### config.mk
export PLATFORM = sky130hd
export DESIGN_NAME = codec_sample_buffer
export DESIGN_NICKNAME = d
export VERILOG_FILES = /design/src/rtl/codec_sample_buffer_pkg.sv /design/src/rtl/codec_sample_buffer_stereo_fifo.sv /design/src/rtl/codec_sample_buffer.sv
export SDC_FILE = /design/constraint.sdc
export NUM_CORES = 1
export LEC_CHECK = 0
export CAP_MARGIN = 30
export CORE_AREA = 2 2 272 274
export CTS_CLUSTER_SIZE = 40
export DETAILED_ROUTE_END_ITERATION = 10
export DIE_AREA = 0 0 274 276
export GPL_TIMING_DRIVEN = 1
export HOLD_SLACK_MARGIN = 0.05
export RECOVER_POWER = 50
export SLEW_MARGIN = 20
export SYNTH_ARGS = -nofsm -noshare
export SYNTH_HDL_FRONTEND = slang
export SYNTH_SLANG_ARGS = --single-unit
### constraint.sdc
create_clock -name clk_100 -period 5.2 [get_ports clk_100]
set_clock_uncertainty 0.1 [all_clocks]
set_input_delay 0.52 -clock clk_100 [delete_from_list [all_inputs] [get_ports clk_100]]
set_output_delay 0.52 -clock clk_100 [all_outputs]
set_load 0.03 [all_outputs]
### src/rtl/codec_sample_buffer_pkg.sv
// Shared codec constants for the playback path.
// Stereo pairs are packed {left, right}: left in the upper half of a pair word.
package codec_sample_buffer_pkg;

  localparam int unsigned SAMPLE_WIDTH = 24;
  localparam int unsigned CODEC_FS     = 48000;
  localparam int unsigned CLK_HZ       = 100_000_000;
  // Nominal clk_100 cycles between codec frame strobes.
  localparam int unsigned FRAME_CYCLES = CLK_HZ / CODEC_FS;

endpackage

### src/rtl/codec_sample_buffer_stereo_fifo.sv
// Dual-pointer FIFO of packed stereo pairs with push, pop, flush and occupancy.
// Depth must be a power of two so the pointers wrap naturally.
module codec_sample_buffer_stereo_fifo #(
  parameter int unsigned Width = 24,
  parameter int unsigned Depth = 16,
  parameter int unsigned CntW  = $clog2(Depth) + 1
) (
  input  logic                 clk_i,
  input  logic                 rst_ni,
  input  logic                 push_i,
  input  logic                 pop_i,
  input  logic                 flush_i,
  input  logic [2*Width-1:0]   wr_data_i,
  output logic [2*Width-1:0]   rd_data_o,
  output logic [CntW-1:0]      level_o,
  output logic [CntW-1:0]      level_next_o,
  output logic                 full_o,
  output logic                 empty_o
);

  localparam int unsigned      PtrW     = $clog2(Depth);
  localparam logic [CntW-1:0]  DepthCnt = CntW'(Depth);

  logic [PtrW-1:0]    wptr_q, wptr_d;
  logic [PtrW-1:0]    rptr_q, rptr_d;
  logic [CntW-1:0]    level_q, level_d;
  logic [2*Width-1:0] mem_q [Depth];
  logic               wr_en, rd_en;

  assign full_o  = (level_q == DepthCnt);
  assign empty_o = (level_q == '0);

  // Flush wins over both ports: nothing is written or consumed that cycle.
  assign wr_en = push_i & ~flush_i & ~full_o;
  assign rd_en = pop_i & ~flush_i & ~empty_o;

  assign rd_data_o    = mem_q[rptr_q];
  assign level_o      = level_q;
  assign level_next_o = level_d;

  // Next pointer and occupancy state.
  always_comb begin
    wptr_d  = wptr_q;
    rptr_d  = rptr_q;
    level_d = level_q;
    if (flush_i) begin
      wptr_d  = '0;
      rptr_d  = '0;
      level_d = '0;
    end else begin
      if (wr_en) wptr_d = wptr_q + 1'b1;
      if (rd_en) rptr_d = rptr_q + 1'b1;
      level_d = level_q + CntW'(wr_en) - CntW'(rd_en);
    end
  end

  // Pointer and level registers.
  always_ff @(posedge clk_i or negedge rst_ni) begin
    if (!rst_ni) begin
      wptr_q  <= '0;
      rptr_q  <= '0;
      level_q <= '0;
    end else begin
      wptr_q  <= wptr_d;
      rptr_q  <= rptr_d;
      level_q <= level_d;
    end
  end

  // Sample storage; contents are don't-care until written.
  always_ff @(posedge clk_i) begin
    if (wr_en) mem_q[wptr_q] <= wr_data_i;
  end

endmodule

### src/rtl/codec_sample_buffer.sv
// Stereo playback buffer feeding the codec wrapper: accepts producer pairs,
// releases one pair per codec frame strobe and counts underruns.
module codec_sample_buffer
  import codec_sample_buffer_pkg::*;
#(
  parameter int unsigned WIDTH = SAMPLE_WIDTH,
  parameter int unsigned DEPTH = 16,
  parameter int unsigned CNT_W = $clog2(DEPTH) + 1
) (
  input  logic             clk_100,
  input  logic             reset,
  input  logic             flush,
  input  logic             in_valid,
  output logic             in_ready,
  input  logic [WIDTH-1:0] in_l,
  input  logic [WIDTH-1:0] in_r,
  input  logic             new_sample,
  output logic [WIDTH-1:0] hphone_l,
  output logic [WIDTH-1:0] hphone_r,
  output logic             sample_tick,
  output logic             underrun,
  output logic [15:0]      underrun_count,
  output logic [CNT_W-1:0] level
);

  localparam logic [CNT_W-1:0] DepthCnt = CNT_W'(DEPTH);

  logic               s1_q, s2_q, s3_q;
  logic               pop_req, push, pop_ok, underrun_ev;
  logic               in_ready_q, sample_tick_q, underrun_q;
  logic [WIDTH-1:0]   hphone_l_q, hphone_r_q;
  logic [15:0]        underrun_cnt_q;
  logic [2*WIDTH-1:0] head;
  logic [CNT_W-1:0]   fifo_level, fifo_level_next;
  logic               fifo_full, fifo_empty;

  // One request per rising edge of the resynchronised strobe, whatever its width.
  assign pop_req = s2_q & ~s3_q;

  assign push        = in_valid & in_ready_q & ~fifo_full & ~flush;
  // Decisions use the pre-edge level; a flush cycle behaves as empty.
  assign pop_ok      = pop_req & ~flush & ~fifo_empty;
  assign underrun_ev = pop_req & (flush | fifo_empty);

  codec_sample_buffer_stereo_fifo #(
    .Width (WIDTH),
    .Depth (DEPTH),
    .CntW  (CNT_W)
  ) u_fifo (
    .clk_i        (clk_100),
    .rst_ni       (reset),
    .push_i       (push),
    .pop_i        (pop_ok),
    .flush_i      (flush),
    .wr_data_i    ({in_l, in_r}),
    .rd_data_o    (head),
    .level_o      (fifo_level),
    .level_next_o (fifo_level_next),
    .full_o       (fifo_full),
    .empty_o      (fifo_empty)
  );

  // Two-flop synchroniser plus edge-detect stage for the codec strobe.
  always_ff @(posedge clk_100 or negedge reset) begin
    if (!reset) begin
      s1_q <= 1'b0;
      s2_q <= 1'b0;
      s3_q <= 1'b0;
    end else begin
      s1_q <= new_sample;
      s2_q <= s1_q;
      s3_q <= s2_q;
    end
  end

  // Registered outputs: codec samples, event pulses, underrun counter, ready.
  always_ff @(posedge clk_100 or negedge reset) begin
    if (!reset) begin
      hphone_l_q     <= '0;
      hphone_r_q     <= '0;
      sample_tick_q  <= 1'b0;
      underrun_q     <= 1'b0;
      underrun_cnt_q <= '0;
      in_ready_q     <= 1'b0;
    end else begin
      sample_tick_q <= pop_ok;
      underrun_q    <= underrun_ev;
      // On underrun the last pair is held rather than muted.
      if (pop_ok) begin
        hphone_l_q <= head[2*WIDTH-1:WIDTH];
        hphone_r_q <= head[WIDTH-1:0];
      end
      if (underrun_ev && underrun_cnt_q != 16'hFFFF) begin
        underrun_cnt_q <= underrun_cnt_q + 16'd1;
      end
      in_ready_q <= (fifo_level_next < DepthCnt);
    end
  end

  assign in_ready       = in_ready_q;
  assign hphone_l       = hphone_l_q;
  assign hphone_r       = hphone_r_q;
  assign sample_tick    = sample_tick_q;
  assign underrun       = underrun_q;
  assign underrun_count = underrun_cnt_q;
  assign level          = fifo_level;

endmodule

==> run_1/port_trees.png <==
(1.5 px per micron)
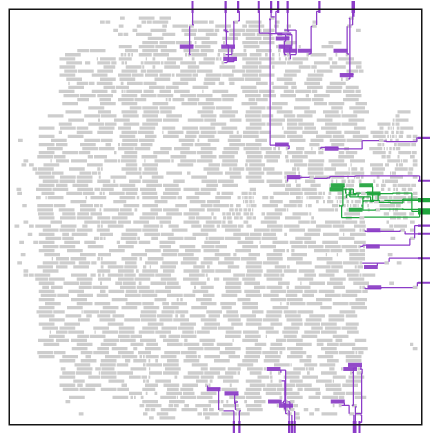
level: in green, bits 5, direction output, edge right, end cells 5, buffers 5, wire 313 microns. hphone_r: in purple, bits 24, direction output, edge 10 top, 8 bottom, 6 right, end cells 24, buffers 24, wire 1070 microns.
number of top-level pins: 125
Buffers on Ports: 124

==> run_1/ff_map.png <==
(1 px per micron) Other sequential cells in the stronger grey, the rest of the logic in the fainter grey.
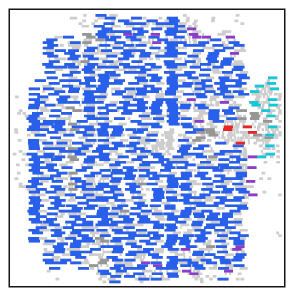
hphone_r: in purple, placed flops 24. u_fifo.mem_q: in blue, placed flops 768, where widely spread. u_fifo.level_o: in red, placed flops 5, where right middle. underrun_count: in cyan, placed flops 16.
fin util: 0.517
flop share of the area: 0.670

==> deck_impl_summary.md, run 1 <==
Key Metrics from the Run

Flow run
  – Max cap viols: 2

Layout
  – Ant. Diodes: 0
  – MI comb area: ~6700 sq um
  – Layout overhead on the synthesized area: 16.0%
  – Share of cells above drive strength 1: 0.249

Synthesis
  – Syn Nets: approximately 1500
  – Yosys cell count: 1464
  – Synth cell count leaders: edfxtp_1 (768), mux4_2 (192), o22ai_1 (96)
  – Ys flops: about 850
  – Mapped Cells: between 1000 and 1500
  – Top cells by area: edfxtp_1 (71%), mux4_2 (13%), dfrtp_1 (6.4%), o22ai_1 (1.9%), mux2_2 (1.7%)
  – Leading area contributor after synthesis: edfxtp_1
  – Number of enable flip-flop cells: 768
  – Chip Area, Yosys: 32300 sq um
  – Ys Warns: 0
  – Main flop type: edfxtp_1
  – Post-Synthesis Cell Area: between 30000 and 40000 sq um
  – Synth top cell by count: edfxtp_1
  – FFs w/ async S/R, synth: 0.0975
  – Unique cell types: roughly 44
  – Syn Area/Cell: between 20 and 25 sq um

CTS
  – Worst-path clk slew: ~60 ps
  – Hold Buf Count CTS: 1
  – Cts repair resizes: 0
  – CTS tree: built
  – Setup bufs post-CTS: 0
  – Clock latency at the later pin of the worst-skew pair: between 600 and 700 ps

Global routing
  – Number of global-route vias before repair: 15876
  – Tot GR Track Use: 0.182
  – Remaining Overflow, GRT: 0
  – Largest net degree at the start of global routing: a little over 60
  – Initial antenna violation count: 2

Setup path
  – Req. time, crit path: 5610 ps
  – WS Path Type: register to register
  – Worst setup EP type: register
  – CP arrival: 4010 ps
  – Worst-path maximum fanout: 6

Power
  – P_leak: between 10 and 15 nW
  – Power Dens Cells: ~430 nW/um^2
  – VDD IR max: around 0.24 mV

Timing
  – Final period utilization: 0.692
  – RSZ-0062 raised after global routing: no
  – Final setup vio count: 0
  – Final Max Slew Viols: ~80
  – F_max: around 0.28 GHz
  – Sum Neg Setup Slack: 0 ps
  – Setup WS post-layout: ~1600 ps
  – Worst hold margin: 261 ps

Status
  – Failing checks: capacitance limit, slew limit
  – Outcome: finished, violations left

Drt
  – 1st-iter DRT viols: ~1200
  – Via/cell ratio: 5.65
  – ANT nets after route: 0
  – DR vias: 15057
  – Final routed DRC violation total: 0
  – WL/cell: ~25 microns

Placement
  – Pre-CTS WS: between 1000 and 1500 ps
  – Placed cells: ~2500

Hold path
  – Worst Hold Class: register to register

Die
  – Die Width: 274 microns
  – Starting density of the core: 0.446
==> run_1/class_map.png <==
(1 px per micron)
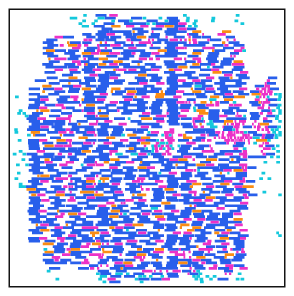
remaining buffers and delay cells: in cyan, cells 164, share of their area 4.5%. remaining logic cells: in magenta, cells 535, share of their area 19%. registers: in blue, cells 851, share of their area 69%. clock drivers and dummy loads: in orange, cells 158, share of their area 7.6%.
Finished Cell Area: 37500 sq um
row cnt: 99
CORE AREA: 72600 sq um

==> run_1/placed.png <==
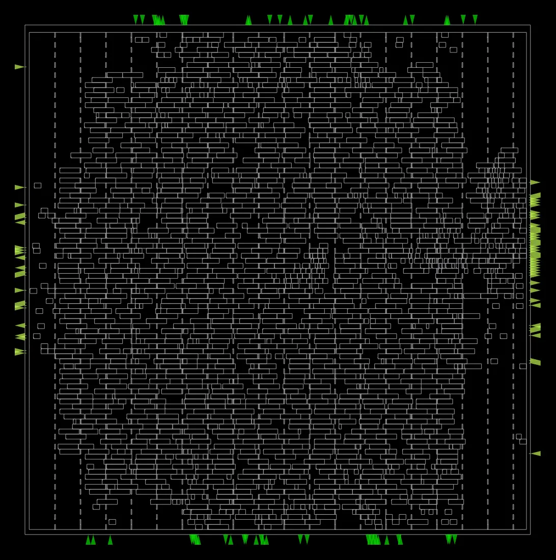
number of fill cells: 5736
Final Non-Filler Cells: 2667
flop count: 851

==> run 1: worst paths after layout <==
check,from,endpoint,slack [ps],cells past startpoint
setup / recovery,u_fifo.level_o[2]$_DFF_PN0_,u_fifo.level_o[4]$_DFF_PN0_,1600,13
hold / removal,s1_q$_DFF_PN0_,s2_q$_DFF_PN0_,260,0
setup reg to reg,u_fifo.level_o[2]$_DFF_PN0_,u_fifo.level_o[4]$_DFF_PN0_,1600,13
hold reg to reg,s1_q$_DFF_PN0_,s2_q$_DFF_PN0_,260,0
max in group asynchronous,reset,hphone_l[22]$_DFFE_PN0N_,2100,3
min in group asynchronous,reset,hphone_r[7]$_DFFE_PN0N_,440,2
==> run 1: power by group <==
group / internal, mW / switching (mW) / total [mW] / leakage, nW
Clock: 3.48 / 2.53 / 6.01 / 1.36
Combinational: 0.940 / 1.32 / 2.26 / 2.54
Sequential: 7.79 / 0.232 / 8.02 / 7.89
==> run 1: sequential cells by signal, indices dropped and copies added, names as in the netlist <==
register        flops
hphone_l           24
hphone_r           24
in_ready            1
s1_q                1
s2_q                1
s3_q                1
sample_tick         1
u_fifo.level_o      5
u_fifo.mem_q      768
u_fifo.rptr_q       4
u_fifo.wptr_q       4
underrun            1
underrun_count     16
==> run 1: cell usage in the layout (no fill, tap or decap), types with 4 or more instances in the layout <==
master	instances
a21oi_1	50
and2_2	4
buf_12	7
buf_4	31
bufinv_16	5
clkbuf_1	24
clkbuf_16	86
clkbuf_8	11
clkdlybuf4s50_1	64
clkinv_1	12
clkinv_2	12
dfrtp_1	80
dlygate4sd3_1	60
edfxtp_1	768
ha_1	12
inv_1	18
mux2_2	49
mux4_2	192
nand2_1	9
nand3_1	8
nand4_1	6
nor2_1	11
nor2_4	4
nor3_1	5
nor3_2	8
nor4_1	8
o22ai_1	96
xnor2_1	5
xor2_1	17
==> run 1: metal layers <==
metal,wire (microns),track usage,vias to the layer above
met5,0,0,-
met4,1420,0.0510,0
met3,3530,0.0296,92
met2,32600,0.290,414
met1,30100,0.262,8047
li1,-,-,6504
==> run 1: critical path, cell delays in order (launching register included) <==
cell and delay, ps:
dfrtp_1 400, inv_1 100, ha_1 190, nor4b_1 990, nor3_4 70, ha_1 310
inv_1 60, ha_1 160, inv_1 60, fa_1 420, nand2b_1 160, a21oi_1 180
o21ai_0 120, and3_1 180
==> run 1: logic make-up (layout without fill, tap and decap cells) <==
family / count (synthesis) / after routing / share of synthesized area
XOR/XNOR: 22 / 22 / 0.00596
multiplexers: 244 / 244 / 0.152
AND-OR/OR-AND: 151 / 151 / 0.0278
flip-flops: 851 / 851 / 0.777
buffers and inverters: 96 / 340 / 0.0161
adder cells (fa/ha/maj): 13 / 13 / 0.00526
AND/OR/NAND/NOR: 87 / 87 / 0.0160
==> run 1: final cells by class <==
cell class | instances | share of cell area
sequential | 851 | 0.670
multi-input combinational | 517 | 0.179
clock buffer | 120 | 0.0637
timing repair buffer | 164 | 0.0432
tap | 959 | 0.0320
clock inverter | 38 | 0.00997
inverter | 18 | 0.00180
==> run_1/clock_wires.png <==
(1 px per micron)
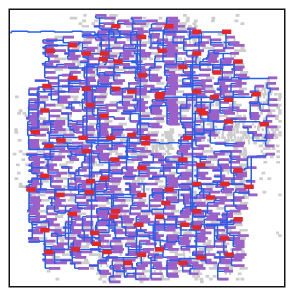

==> run 1 -> run 2 <==
clock period = 3.2 ns   (was 5.2 ns; I/O delays follow)
==> run_2/clock_wires.png <==
(1 px per micron)
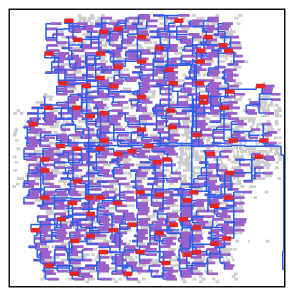
flip-flops: in purple, count 851. clock-net drivers: in red, count 87. clock wires: in blue, length 9410 microns.
There are 88 routed clock nets.
Clk power: 10.4 mW
clock latency at the later pin of the worst-skew pair: 620 ps
share of total power in the clock network: 0.381

==> run_2/port_trees.png <==
(1.5 px per micron)
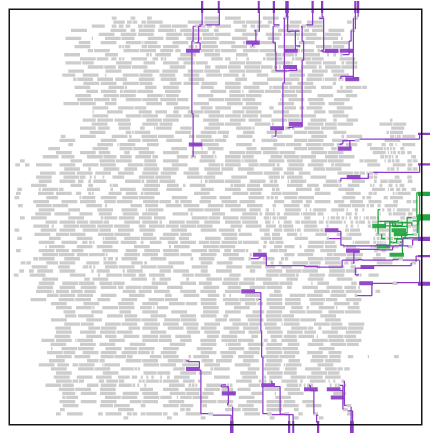
level: in green, bits 5, direction output, edge right, end cells 5, buffers 5, wire 247 microns. hphone_r: in purple, bits 24, direction output, edge 10 top, 7 bottom, 7 right, end cells 24, buffers 24, wire 1440 microns.

==> deck_impl_summary.md, run 2 <==
Key Metrics from the Run

CTS
  – Worst-path clk slew: 60 ps (about the same)
  – CTS Buffer Depth: 3
  – CTS tree: built
  – H-tree depth: 3
  – CTS Sinks: 851
  – Setup bufs post-CTS: 0 (unchanged)
  – TritonCTS Buffers: ~87
  – CTS root buf: clkbuf_16

Timing
  – Final period utilization: 0.888 (+0.197)
  – Slew margin rel.: -0.420
  – RSZ-0062 raised after global routing: no
  – Final hold violation count: 0
  – Min cycle time layout: approximately 2800 ps
  – Slew @ Worst Pin: roughly 2100 ps
  – Final setup vio count: 0 (unchanged)
  – Final Max Slew Viols: 26 (-68%)
  – F_max: 0.352 GHz (+27%)
  – Sum Neg Setup Slack: 0 ps (unchanged)

Drt
  – Drt pass-1 iters: 5
  – ANT nets after route: 0 (unchanged)
  – 1st-iter DRT viols: 1311 (+7.3%)
  – Via/cell ratio: 5.76 (+2.1%)
  – Final routed DRC violation total: 0 (unchanged)
  – WL/cell: 26.6 microns (+5.0%)
  – DR vias: 15491 (+2.9%)
  – Final wirelength: about 72 mm

Global routing
  – Largest net degree at the start of global routing: 60 (-3.2%)
  – First-pass GRT wire length: approximately 110 mm
  – Remaining Overflow, GRT: 0 (unchanged)
  – Initial antenna violation count: 4 (+2)
  – Number of global-route vias before repair: 15982 (+0.67%)
  – Tot GR Track Use: 0.191 (+0.00834)

Synthesis
  – Number of enable flip-flop cells: 768 (unchanged)
  – Top cells by area: edfxtp_1 (71%), mux4_2 (13%), dfrtp_1 (6.4%), o22ai_1 (1.9%), mux2_2 (1.7%)
  – Synth cell count leaders: edfxtp_1 (768), mux4_2 (192), o22ai_1 (96)
  – Unique cell types: 44 (unchanged)
  – Mapped Cells: 1464 (unchanged)
  – Chip Area, Yosys: 32300 sq um (unchanged)
  – Syn Nets: 1530 (unchanged)
  – Yosys cell count: 1464 (unchanged)
  – Ys flops: 851 (unchanged)
  – Main flop type: edfxtp_1
  – Synth top cell by count: edfxtp_1
  – Leading area contributor after synthesis: edfxtp_1
  – Ys Warns: 0 (unchanged)
  – Post-Synthesis Cell Area: 32300 sq um (unchanged)
  – Syn Area/Cell: 22.1 sq um (unchanged)
  – FFs w/ async S/R, synth: 0.0975 (unchanged)
  – Top cell type's share of synthesized area: 0.713
  – Post-synth seq share: 0.777

Setup path
  – CP max-delay cell: fa_1
  – WS Path Type: register to register
  – Req. time, crit path: 3620 ps (-1990 ps)
  – Worst setup EP type: register
  – CP arrival: 3260 ps (-750 ps)
  – CP Launch Type: register
  – Crit-path max cell delay: 420 ps (-570 ps)
  – Worst-path maximum fanout: 3 (-3)
  – Worst-path cell chain: inv_1 > ha_1 > nor4b_4 > nor3_1 > ha_1 > inv_1 > ha_1 > inv_1 > fa_1 > nand2b_1 > a21oi_1 > o21ai_0 > and3_1

Placement
  – RD Place Congestion: roughly 0.77
  – Buffers on Ports: 124 (unchanged)
  – Cell Area, Placed: roughly 35000 sq um
  – DP HPWL: ~40 mm

Layout
  – Top cells excl fill/tap: edfxtp_1 (768), mux4_2 (192), o22ai_1 (96)
  – Share of cells above drive strength 1: 0.258 (+0.00811)
  – Max FFs per register: 768 (unchanged)
  – Layout overhead on the synthesized area: 18.1%
  – Finished Cell Area: 38200 sq um (+1.8%)
  – Reg with most FFs: u_fifo.mem_q
  – Most frequent logic cell in the layout: edfxtp_1
  – Fin util: 0.526 (+0.00946)
  – Number of fill cells: 5679 (-0.99%)
  – Nets: 1720

Power
  – VDD IR max: 0.400 mV (+66%)
  – Logic gate share of total power: 0.139 (about the same)
  – Register share of total power: 0.480 (-0.012)
  – Net Sw Frac: 0.246 (-0.00492)
  – Internal: 20.5 mW (+68%)
  – P_leak: 12.1 nW (+2.4%)
  – Total Power: between 20 and 30 mW
  – Power Dens Cells: 713 nW/um^2 (+64%)
  – Switching power: 6.70 mW (+64%)

Hold path
  – Worst Hold Class: input port to register

Die
  – Number of top-level pins: 125 (unchanged)
  – Die Width: 274 microns (unchanged)
  – Row cnt: 99 (unchanged)
  – Starting density of the core: 0.446 (unchanged)
  – Die footprint: 75600 sq um
  – CORE AREA: 72600 sq um (unchanged)
  – Chip height: around 280 microns

Status
  – Failing checks: capacitance limit, slew limit
  – Outcome: finished, violations left

Flow run
  – Max cap viols: 1 (-1)
  – Tool warnings: 31
## run 2: path summary, 6_finish.rpt
path,startpoint,endpoint,slack [ps],depth (start not counted)
max in group asynchronous,reset,hphone_l[12]$_DFFE_PN0N_,990,2
worst max-delay path,u_fifo.level_o[2]$_DFF_PN0_,u_fifo.level_o[4]$_DFF_PN0_,360,13
min in group asynchronous,reset,hphone_r[2]$_DFFE_PN0N_,760,2
worst min register to register,s1_q$_DFF_PN0_,s2_q$_DFF_PN0_,250,0
worst max register to register,u_fifo.level_o[2]$_DFF_PN0_,u_fifo.level_o[4]$_DFF_PN0_,360,13
worst min-delay path,new_sample,s1_q$_DFF_PN0_,200,1
## run 2: cell type report
class | instances | area [sq um] | area share
antenna | 1 | 2.50 | 0.0000655
clock buffer | 123 | 2490 | 0.0651
clock inverter | 40 | 490 | 0.0128
inverter | 18 | 67.6 | 0.00177
multi-input combinational | 517 | 6790 | 0.178
sequential | 851 | 25100 | 0.658
tap | 959 | 1200 | 0.0314
timing repair buffer | 179 | 2030 | 0.0531
## run 2: cells by family after synthesis
family / share of synthesized area
AND-OR/OR-AND: 0.0278
XOR/XNOR: 0.00596
AND/OR/NAND/NOR: 0.0160
multiplexers: 0.152
adder cells (fa/ha/maj): 0.00526
flip-flops: 0.777
buffers and inverters: 0.0161
## run 2: metal layers
layer | GRT usage | up-vias | wire [microns]
met2 | 0.301 | 487 | 34500
met1 | 0.277 | 8362 | 31700
met5 | 0 | - | 13
met4 | 0.0450 | 2 | 1080
met3 | 0.0357 | 85 | 4270
li1 | - | 6555 | -
## run 2: power groups by stage
| stage | Clock [mW] | Combinational, mW | Sequential [mW] |
|---|---|---|---|
| 2_1_floorplan | 0 | 1.58 | 13.8 |
| 3_3_place_gp | 0 | 3.83 | 13.3 |
| 3_5_place_dp | 0 | 3.89 | 13.3 |
| 4_1_cts | 10.6 | 3.91 | 13.1 |
| 5_1_grt | 11.1 | 4.03 | 13.1 |
| 6_report | 10.4 | 3.78 | 13.1 |
## run 2: metrics by stage
| step | instances | hold WS (ps) | worst slack (ps) |
|---|---|---|---|
| after floorplan | 1464 | -75.6 | -670 |
| after global placement | 2523 | 213 | 326 |
| after detailed placement | 2523 | 218 | 280 |
| after CTS | 2687 | 56.4 | 355 |
| after global routing | 2687 | 178 | 156 |
| final | 2688 | 203 | 358 |
## run 2: timing repair
action	CTS	global route
endpoints found under the hold margin	76	0
hold buffers	1	0
resized	0	0
## run 2: worst max-delay path: cells and delay by family, from the launching register on
family                     cells  cell delay, ps
DFF                            1             380
and+or+nand+nor                4             730
buffers and inverters          3             180
adders and majority gates      4            1080
AOI/OAI and AO/OA              2             270
Power figures rest on the tool's default switching activity, not on a simulated workload.
